<file path="config.mk">
export PLATFORM = sky130hd
export DESIGN_NAME = game_ctrl
export DESIGN_NICKNAME = d
export VERILOG_FILES = /design/src/rtl/game_pkg.sv /design/src/rtl/game_bcd_counter4.sv /design/src/rtl/game_ctrl.sv
export SDC_FILE = /design/constraint.sdc
export NUM_CORES = 1
export LEC_CHECK = 0
export CORE_MARGIN = 8
export CORE_UTILIZATION = 43
export CTS_CLUSTER_DIAMETER = 150
export DETAILED_ROUTE_END_ITERATION = 6
export PLACE_DENSITY = 0.66
export SYNTH_ARGS = -nofsm -noshare
export SYNTH_HDL_FRONTEND = slang
export SYNTH_SLANG_ARGS = --single-unit
</file>
<file path="constraint.sdc">
create_clock -name clk -period 2.8 [get_ports clk]
set_clock_uncertainty 0.15 [all_clocks]
set_input_delay 0.28 -clock clk [delete_from_list [all_inputs] [get_ports clk]]
set_output_delay 0.28 -clock clk [all_outputs]
set_load 0.005 [all_outputs]
</file>
<file path="src/rtl/game_pkg.sv">
// Shared state codes, parameter defaults and BCD limits for the game sequencer.
package game_pkg;

  typedef enum logic [2:0] {
    IDLE  = 3'd0,
    SERVE = 3'd1,
    PLAY  = 3'd2,
    PAUSE = 3'd3,
    MISS  = 3'd4,
    OVER  = 3'd5
  } state_e;

  localparam int DEF_LIVES          = 3;
  localparam int DEF_SERVE_FRAMES   = 60;
  localparam int DEF_MISS_FRAMES    = 90;
  localparam int DEF_HITS_PER_LEVEL = 3;
  localparam int DEF_MAX_LEVEL      = 3;

  localparam logic [15:0] BCD_MAX = 16'h9999;

  function automatic int max_i(input int a, input int b);
    return (a > b) ? a : b;
  endfunction

endpackage

</file>
<file path="src/rtl/game_bcd_counter4.sv">
// Four-digit BCD up-counter with synchronous clear; holds at 9999 instead of wrapping.
module bcd_counter4
  import game_pkg::*;
(
  input  logic        clk,
  input  logic        reset_n,
  input  logic        clr_i,
  input  logic        inc_i,
  output logic [15:0] count_o
);

  logic [15:0] cnt_q, cnt_d;
  logic [3:0]  carry;

  // Saturation gates the whole ripple so 9999 never rolls to 0000.
  assign carry[0] = inc_i && (cnt_q != BCD_MAX);

  for (genvar g = 0; g < 4; g++) begin : g_dig
    logic [3:0] dig;
    logic       nine;
    assign dig  = cnt_q[4*g +: 4];
    assign nine = (dig == 4'd9);
    assign cnt_d[4*g +: 4] = carry[g] ? (nine ? 4'd0 : dig + 4'd1) : dig;
    if (g < 3) begin : g_c
      assign carry[g+1] = carry[g] && nine;
    end
  end

  always_ff @(posedge clk or negedge reset_n) begin
    if (!reset_n)   cnt_q <= '0;
    else if (clr_i) cnt_q <= '0;
    else            cnt_q <= cnt_d;
  end

  assign count_o = cnt_q;

endmodule

</file>
<file path="src/rtl/game_ctrl.sv">
// Frame-paced game sequencer: serve/play/pause/miss/over, lives, level and BCD score.
module game_ctrl
  import game_pkg::*;
#(
  parameter int LIVES          = DEF_LIVES,
  parameter int SERVE_FRAMES   = DEF_SERVE_FRAMES,
  parameter int MISS_FRAMES    = DEF_MISS_FRAMES,
  parameter int HITS_PER_LEVEL = DEF_HITS_PER_LEVEL,
  parameter int MAX_LEVEL      = DEF_MAX_LEVEL
) (
  input  logic        clk,
  input  logic        reset_n,
  input  logic        frame_tick,
  input  logic        start,
  input  logic        hit,
  input  logic        miss,
  output logic        ball_hold,
  output logic        ball_reset,
  output logic        paddle_en,
  output logic [2:0]  speed,
  output logic [1:0]  level,
  output logic [1:0]  lives,
  output logic [15:0] score,
  output logic        game_over,
  output logic [2:0]  state
);

  localparam int FMAX = max_i(SERVE_FRAMES, MISS_FRAMES);
  localparam int FCW  = $clog2(FMAX + 1);
  localparam int HCW  = (HITS_PER_LEVEL > 1) ? $clog2(HITS_PER_LEVEL) : 1;

  state_e         state_q, state_d;
  logic           start_q, start_edge;
  logic [FCW-1:0] frame_cnt_q, frame_cnt_d;
  logic [HCW-1:0] hit_cnt_q, hit_cnt_d;
  logic [1:0]     level_q, level_d;
  logic [1:0]     lives_q, lives_d;
  logic           ball_hold_q, ball_reset_q, paddle_en_q, game_over_q;
  logic [2:0]     speed_q;
  logic           new_game, enter_serve, score_inc;

  assign start_edge = start && !start_q;

  always_comb begin
    state_d     = state_q;
    frame_cnt_d = frame_cnt_q;
    hit_cnt_d   = hit_cnt_q;
    level_d     = level_q;
    lives_d     = lives_q;
    new_game    = 1'b0;
    enter_serve = 1'b0;
    score_inc   = 1'b0;

    case (state_q)
      IDLE, OVER: begin
        if (start_edge) new_game = 1'b1;
      end
      SERVE: begin
        if (frame_tick) begin
          if (frame_cnt_q <= FCW'(1)) state_d = PLAY;
          else                        frame_cnt_d = frame_cnt_q - FCW'(1);
        end
      end
      PLAY: begin
        // miss beats hit beats start; a coincident hit is dropped
        if (miss) begin
          lives_d = lives_q - 2'd1;
          if (lives_q == 2'd1) begin
            state_d = OVER;
          end else begin
            state_d     = MISS;
            frame_cnt_d = FCW'(MISS_FRAMES);
          end
        end else if (hit) begin
          score_inc = 1'b1;
          if (hit_cnt_q == HCW'(HITS_PER_LEVEL - 1)) begin
            hit_cnt_d = '0;
            if (level_q < 2'(MAX_LEVEL)) level_d = level_q + 2'd1;
          end else begin
            hit_cnt_d = hit_cnt_q + HCW'(1);
          end
        end else if (start_edge) begin
          state_d = PAUSE;
        end
      end
      PAUSE: begin
        if (start_edge) state_d = PLAY;
      end
      MISS: begin
        if (frame_tick) begin
          if (frame_cnt_q <= FCW'(1)) begin
            enter_serve = 1'b1;
            level_d     = '0;
            hit_cnt_d   = '0;
          end else begin
            frame_cnt_d = frame_cnt_q - FCW'(1);
          end
        end
      end
      default: state_d = IDLE;
    endcase

    if (new_game) begin
      enter_serve = 1'b1;
      lives_d     = 2'(LIVES);
      level_d     = '0;
      hit_cnt_d   = '0;
    end
    if (enter_serve) begin
      state_d     = SERVE;
      frame_cnt_d = FCW'(SERVE_FRAMES);
    end
  end

  // Outputs are derived from next-state values so they line up with state_q.
  always_ff @(posedge clk or negedge reset_n) begin
    if (!reset_n) begin
      state_q      <= IDLE;
      start_q      <= 1'b0;
      frame_cnt_q  <= '0;
      hit_cnt_q    <= '0;
      level_q      <= '0;
      lives_q      <= 2'(LIVES);
      ball_hold_q  <= 1'b1;
      ball_reset_q <= 1'b0;
      paddle_en_q  <= 1'b0;
      game_over_q  <= 1'b0;
      speed_q      <= 3'd1;
    end else begin
      state_q      <= state_d;
      start_q      <= start;
      frame_cnt_q  <= frame_cnt_d;
      hit_cnt_q    <= hit_cnt_d;
      level_q      <= level_d;
      lives_q      <= lives_d;
      ball_hold_q  <= (state_d != PLAY);
      ball_reset_q <= enter_serve;
      paddle_en_q  <= (state_d == SERVE) || (state_d == PLAY);
      game_over_q  <= (state_d == OVER);
      speed_q      <= {1'b0, level_d} + 3'd1;
    end
  end

  bcd_counter4 u_score (
    .clk     (clk),
    .reset_n (reset_n),
    .clr_i   (new_game),
    .inc_i   (score_inc),
    .count_o (score)
  );

  assign ball_hold  = ball_hold_q;
  assign ball_reset = ball_reset_q;
  assign paddle_en  = paddle_en_q;
  assign speed      = speed_q;
  assign level      = level_q;
  assign lives      = lives_q;
  assign game_over  = game_over_q;
  assign state      = state_q;

endmodule

</file>
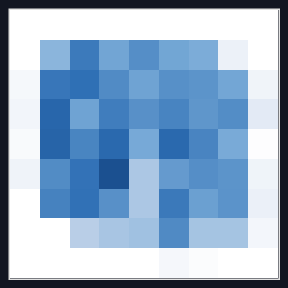
*Local utilization, run 1*
Scale: 3 px per µm. 9 x 9 tiles, from white (low) to dark blue (high), 0 to 100% covered.
tiles over 75% full: 6.2%
nearly empty tiles: 28%
fullest tile: 87%

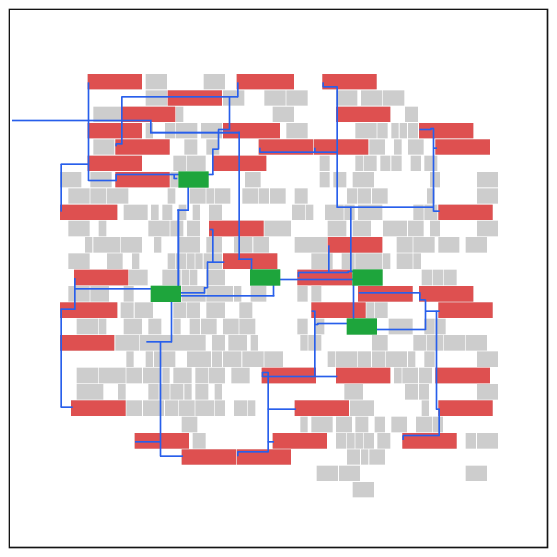
*Clock network drawn from the DEF, run 1*
Scale: 6 px per µm.
[clock wires] blue | length: 550 µm
[clock drivers] green | count: 5
[flip-flops] red | count: 40
routed clock nets: 6
flops lie: all over the die

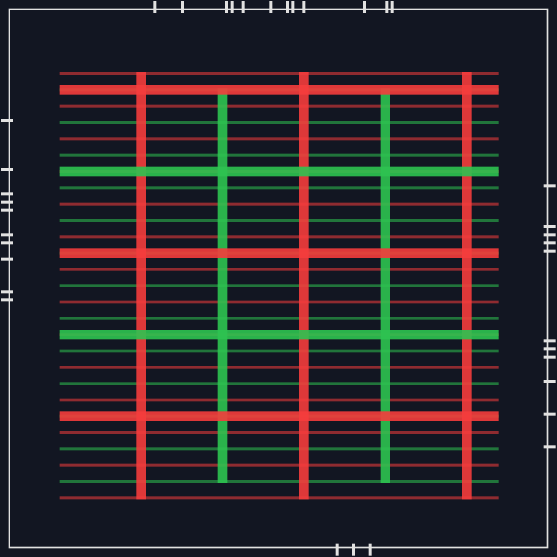
*Floorplan with the power grid, run 1*
Scale: 6 px per µm. Pins as bars on the die edge.
| net | colour |
|---|---|
| VSS | red |
| VDD | green |
met4 straps: 5
met1 rails: 27
signal pins: 36
CORE AREA: 0.00517 mm²
die x size: 89.5 µm

==> flow_summary_export.csv, run 1 <==
group,metric,value,unit
synth,syn_area,0.00232,mm²
power,internal_power,0.00122,W
grt,track_usage,14.5,%
timing,whs,0.357,ns
synth,synthTopCellsByCount,"dfrtp_1 (36), nand2_1 (17), inv_1 (14)",
synth,synth_seq_share,43.3,%
final_layout,flops,40,
setup_path,crit_top_cell,"nor2_1",
clocking,htreeDepth,2,
synth,yosysCellCount,241,
timing,slew_violations,0,
setup_path,cp_max_fo,8,
grt,gr-total-overflow,0,
timing,tightestPinTransition,0.906,ns
clocking,cts.path.max_buffers,2,
synth,synthAdderAreaFrac,2.16,%
clocking,cts_buffers,5,
setup_path,max_stage_delay,0.56,ns
clocking,cts_tree,"yes",
final_layout,mi_logic_area,0.00122,mm²
timing,fin_crit,2.44,ns
final_layout,num-nonclk-inverters,15,
routing,drt_pre_antenna_iters,4,
setup_path,ff2ff_setup_slack,0.36,ns
synth,top_area_cell,"dfrtp_1",
placement,placed_area,0.00278,mm²
floorplanning,die-area,0.00800,mm²
clocking,numClockSinks,40,
power,seq_power,0.000744,W
worst_hold_path,min_path_type,"input port to flip-flop",
final_layout,regArea,0.00101,mm²
synth,edf_count,0,
synth,ys_warn_count,0,
synth,yosys.area_share.simple,28.6,%
synth,aoi_share,17.8,%
power,p_sw,0.000619,W
timing,finalSetupViolCount,0,
power,power,0.00184,W
final_layout,clkbuf_count,6,
timing,relSlewSlack,39.6,%
routing,via_per_inst,5.70,
final_layout,seqAreaFraction,34.7,%
final_layout,nNonClkBuffers,44,
final_layout,nets,294,
placement,port_buffers,35,
synth,async_flop_share,100,%
placement,dp_cells,346,
synth,top_cell,"dfrtp_1",
power,seqPwrFrac,40.4,%
grt,antenna_found_initial,0,
power,power.group.top,"registers",
setup_path,worst_ep_arrival_time,2.46,ns
routing,drt_iter0_drc,88,
setup_path,critPathLaunchType,"flip-flop",
synth,ys.flop_type,"dfrtp_1",
synth,logic_family,"simple AND/OR/NAND/NOR gates",
floorplanning,fp-utilization,44.9,%
setup_path,cpMaxStageDelayCell,"or4bb_1",
synth,synth_flops,40,
synth,ys_types,57,
routing,wire_per_inst,15.6,µm
synth,fp_nets,251,
final_layout,areaGrowthSynthToFinish,24.9,%
clocking,clk_latency,0.29,ns
synth,synth_top_area_share,38.8,%
power,power.share.clock,25.5,%
clocking,clk_pin_slew,0.08,ns
power,peakVddDrop,0.486,mV
routing,vias,2024,
outcome,status,"finished clean",
final_layout,finalNonFillerCells,355,
clocking,root_buffer,"clkbuf_8",
final_layout,logic_gates,178,
synth,area_leaders,"dfrtp_1 (39%), dfstp_2 (4.5%), nand2_1 (2.7%), a21oi_1 (2.6%), mux2i_1 (2.6%)",
grt,grt_max_degree,41,
final_layout,layout_top_cells,"dfrtp_1 (36), clkdlybuf4s50_1 (34), nand2_1 (17)",
final_layout,clock_area_share,3.71,%
timing,finalHoldViolCount,0,
power,power_frac_comb,34.1,%
final_layout,largest_reg_flops,16,
run,warnings,27,
routing,drt-total-wl,5530,µm
placement,post-dp-hpwl,4000,µm
run 1: repair_timing:
action | CTS | global route
endpoints found under the hold margin | 9 | 0
hold buffers | 1 | 0
gates resized | 0 | 0
run 1: path summary, 6_finish.rpt:
check	to	cells after the start	start
setup / recovery	speed[1]	7	state[1]
hold / removal	start_q	1	start
min in group asynchronous	u_score.count_o[15]	2	reset_n
setup reg to reg	speed[1]	7	state[1]
hold reg to reg	lives[1]	2	lives[1]
max in group asynchronous	level[0]	2	reset_n
run 1: layer usage:
metal	share of wire, %	wire length (µm)	vias to the layer above	track usage [%]
met5	0	0	-	0
met4	0.63	35	0	3.63
met3	5.4	296	4	3.58
met2	48	2640	43	23.9
met1	46	2550	981	18.4
li1	-	-	996	-
### Wiring by layer, run 1

Scale: 6 px per µm. Two of the layers only.
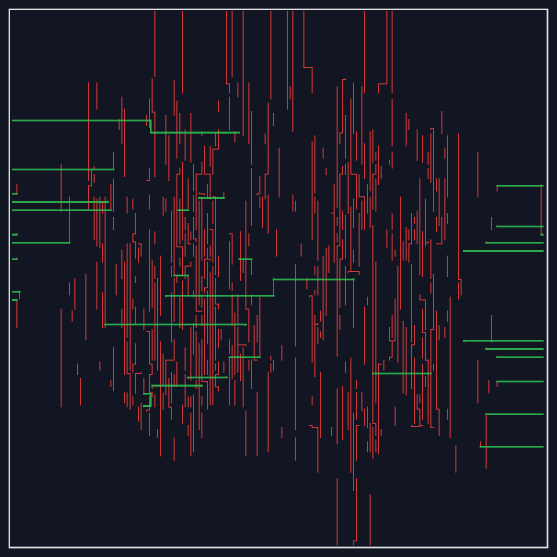

==> run 2: changes to the inputs <==
--- a/config.mk
+++ b/config.mk
@@ -5,11 +5,14 @@
 export SDC_FILE = /design/constraint.sdc
 export NUM_CORES = 1
 export LEC_CHECK = 0
+export CELL_PAD_IN_SITES_DETAIL_PLACEMENT = 0
+export CELL_PAD_IN_SITES_GLOBAL_PLACEMENT = 1
 export CORE_MARGIN = 8
-export CORE_UTILIZATION = 43
+export CORE_UTILIZATION = 41
 export CTS_CLUSTER_DIAMETER = 150
+export CTS_CLUSTER_SIZE = 28
 export DETAILED_ROUTE_END_ITERATION = 6
-export PLACE_DENSITY = 0.66
+export PLACE_DENSITY = 0.79
 export SYNTH_ARGS = -nofsm -noshare
 export SYNTH_HDL_FRONTEND = slang
 export SYNTH_SLANG_ARGS = --single-unit
==> constraint.sdc (replaced) <==
create_clock -name clk -period 2.3 [get_ports clk]
set_clock_uncertainty 0.15 [all_clocks]
set_input_delay 0.23 -clock clk [delete_from_list [all_inputs] [get_ports clk]]
set_output_delay 0.23 -clock clk [all_outputs]
set_load 0.005 [all_outputs]
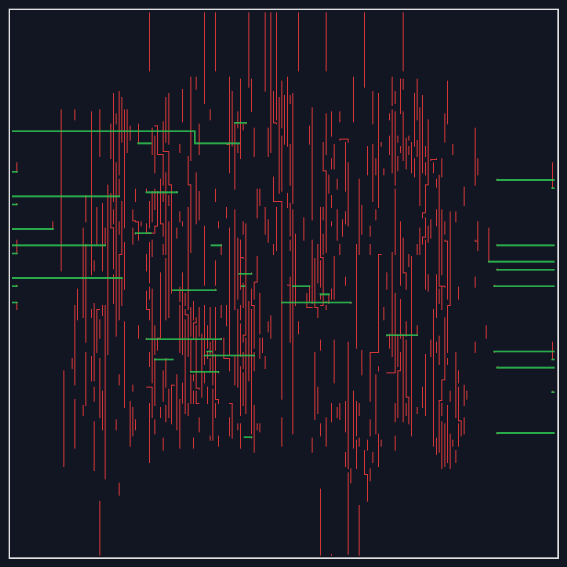
*Wiring by layer, run 2*
Scale: 6 px per µm. Two of the layers only.
| layer | colour | wire length |
|---|---|---|
| metal 2 | red | 2840 µm |
| metal 3 | green | 253 µm |

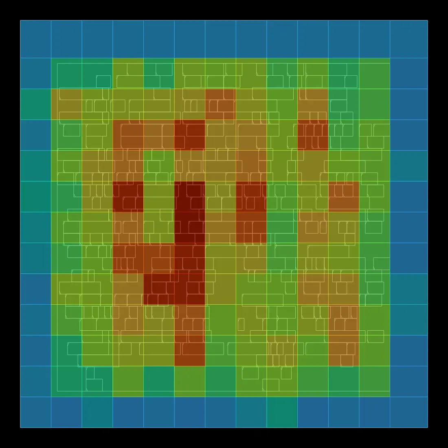
*Routing congestion map, run 2*
GRT met3 Usage: 3.95%
GRT Overall Usage: 14.7%

==> run 2 against run 1 <==
Against the previous run: setup slack lost 0.30 ns; final area is 6.2% higher; critical path depth decreased by 3; area after synthesis unchanged; total power rose by 23%; via count rose by 6.0%; synthesized cell count is the same; die area increased by 4.0%; critical endpoint is now frame_cnt_q[2]; highest routed layer unchanged.
==> flow_summary_export.csv, run 2 <==
group,metric,value,unit
outcome,status,"finished clean",
clocking,clk_pin_slew,0.08,ns
placement,post-dp-hpwl,4510,µm
power,peakVddDrop,0.526,mV
synth,synth_seq_share,43.3,%
routing,met2_length,2840,µm
setup_path,critPathLaunchType,"flip-flop",
clocking,root_buffer,"clkbuf_8",
final_layout,finalNonFillerCells,380,
placement,placed_area,0.00296,mm²
setup_path,rr_endpoint,"frame_cnt_q[2]",
final_layout,largest_reg_flops,16,
setup_path,endpoint,"frame_cnt_q[2]",
synth,synthTopCellsByCount,"dfrtp_1 (36), nand2_1 (17), inv_1 (14)",
grt,met1_usage,17.6,%
synth,async_flop_share,100,%
power,p_sw,0.000789,W
clocking,cts_tree,"yes",
synth,aoi_share,17.8,%
setup_path,path_depth,4,
synth,top_cell,"dfrtp_1",
setup_path,max_stage_delay,0.65,ns
grt,grt-busiest-layer,"met2",
floorplanning,die_w,91.2,µm
setup_path,cp_max_fo,6,
grt,antenna_found_initial,0,
synth,logic_family,"simple AND/OR/NAND/NOR gates",
grt,grtUsageMet2,24.4,%
run,warnings,28,
placement,port_buffers,35,
power,power.share.clock,21.7,%
synth,yosys.area_share.simple,28.6,%
placement,dp_cells,371,
clocking,holdBufCountCts,1,
timing,fin_crit,2.24,ns
synth,edf_count,0,
clocking,htreeDepth,2,
synth,ys_types,57,
floorplanning,fp-utilization,42.4,%
synth,ys.flop_type,"dfrtp_1",
routing,met1_length,2790,µm
routing,drt-total-wl,5980,µm
routing,wl_met3,252,µm
floorplanning,die-area,0.00832,mm²
timing,tightestPinTransition,0.479,ns
clocking,cts.path.max_buffers,2,
timing,relSlewSlack,67.6,%
grt,grt_max_degree,20,
synth,fp_nets,251,
setup_path,worst_ep_arrival_time,2.27,ns
timing,finalHoldViolCount,0,
power,power,0.00227,W
setup_path,ff2ff_setup_slack,0.06,ns
power,power_frac_comb,39.2,%
synth,yosysCellCount,241,
synth,syn_area,0.00232,mm²
worst_hold_path,min_path_type,"input port to asynchronous set/reset pin",
routing,wire_per_inst,15.7,µm
floorplanning,core,0.00547,mm²
synth,synthAdderAreaFrac,2.16,%
synth,synth_top_area_share,38.8,%
routing,vias,2146,
run 2: cell counts after synthesis:
Identical to the previous run, type by type.
run 2: layout make-up:
cell class | instances | area (µm²)
repair buffers | 67 | 588
clock buffers | 6 | 82.6
clock inverters | 2 | 15.0
flip-flops and latches | 40 | 1010
fillers | 515 | 2390
multi-input cells | 178 | 1240
well taps | 72 | 90.1
inverters | 15 | 56.3
run 2: power groups by stage:
stage               clock network, W  logic (W)  registers [W]
floorplan                          0   0.000518       0.000898
global placement                   0   0.000865       0.000893
detailed placement                 0   0.000874       0.000895
CTS                         0.000515   0.000884       0.000883
global route                0.000541   0.000982       0.000898
finish                      0.000492   0.000889       0.000885
Power figures rest on the tool's default switching activity, not on a simulated workload.
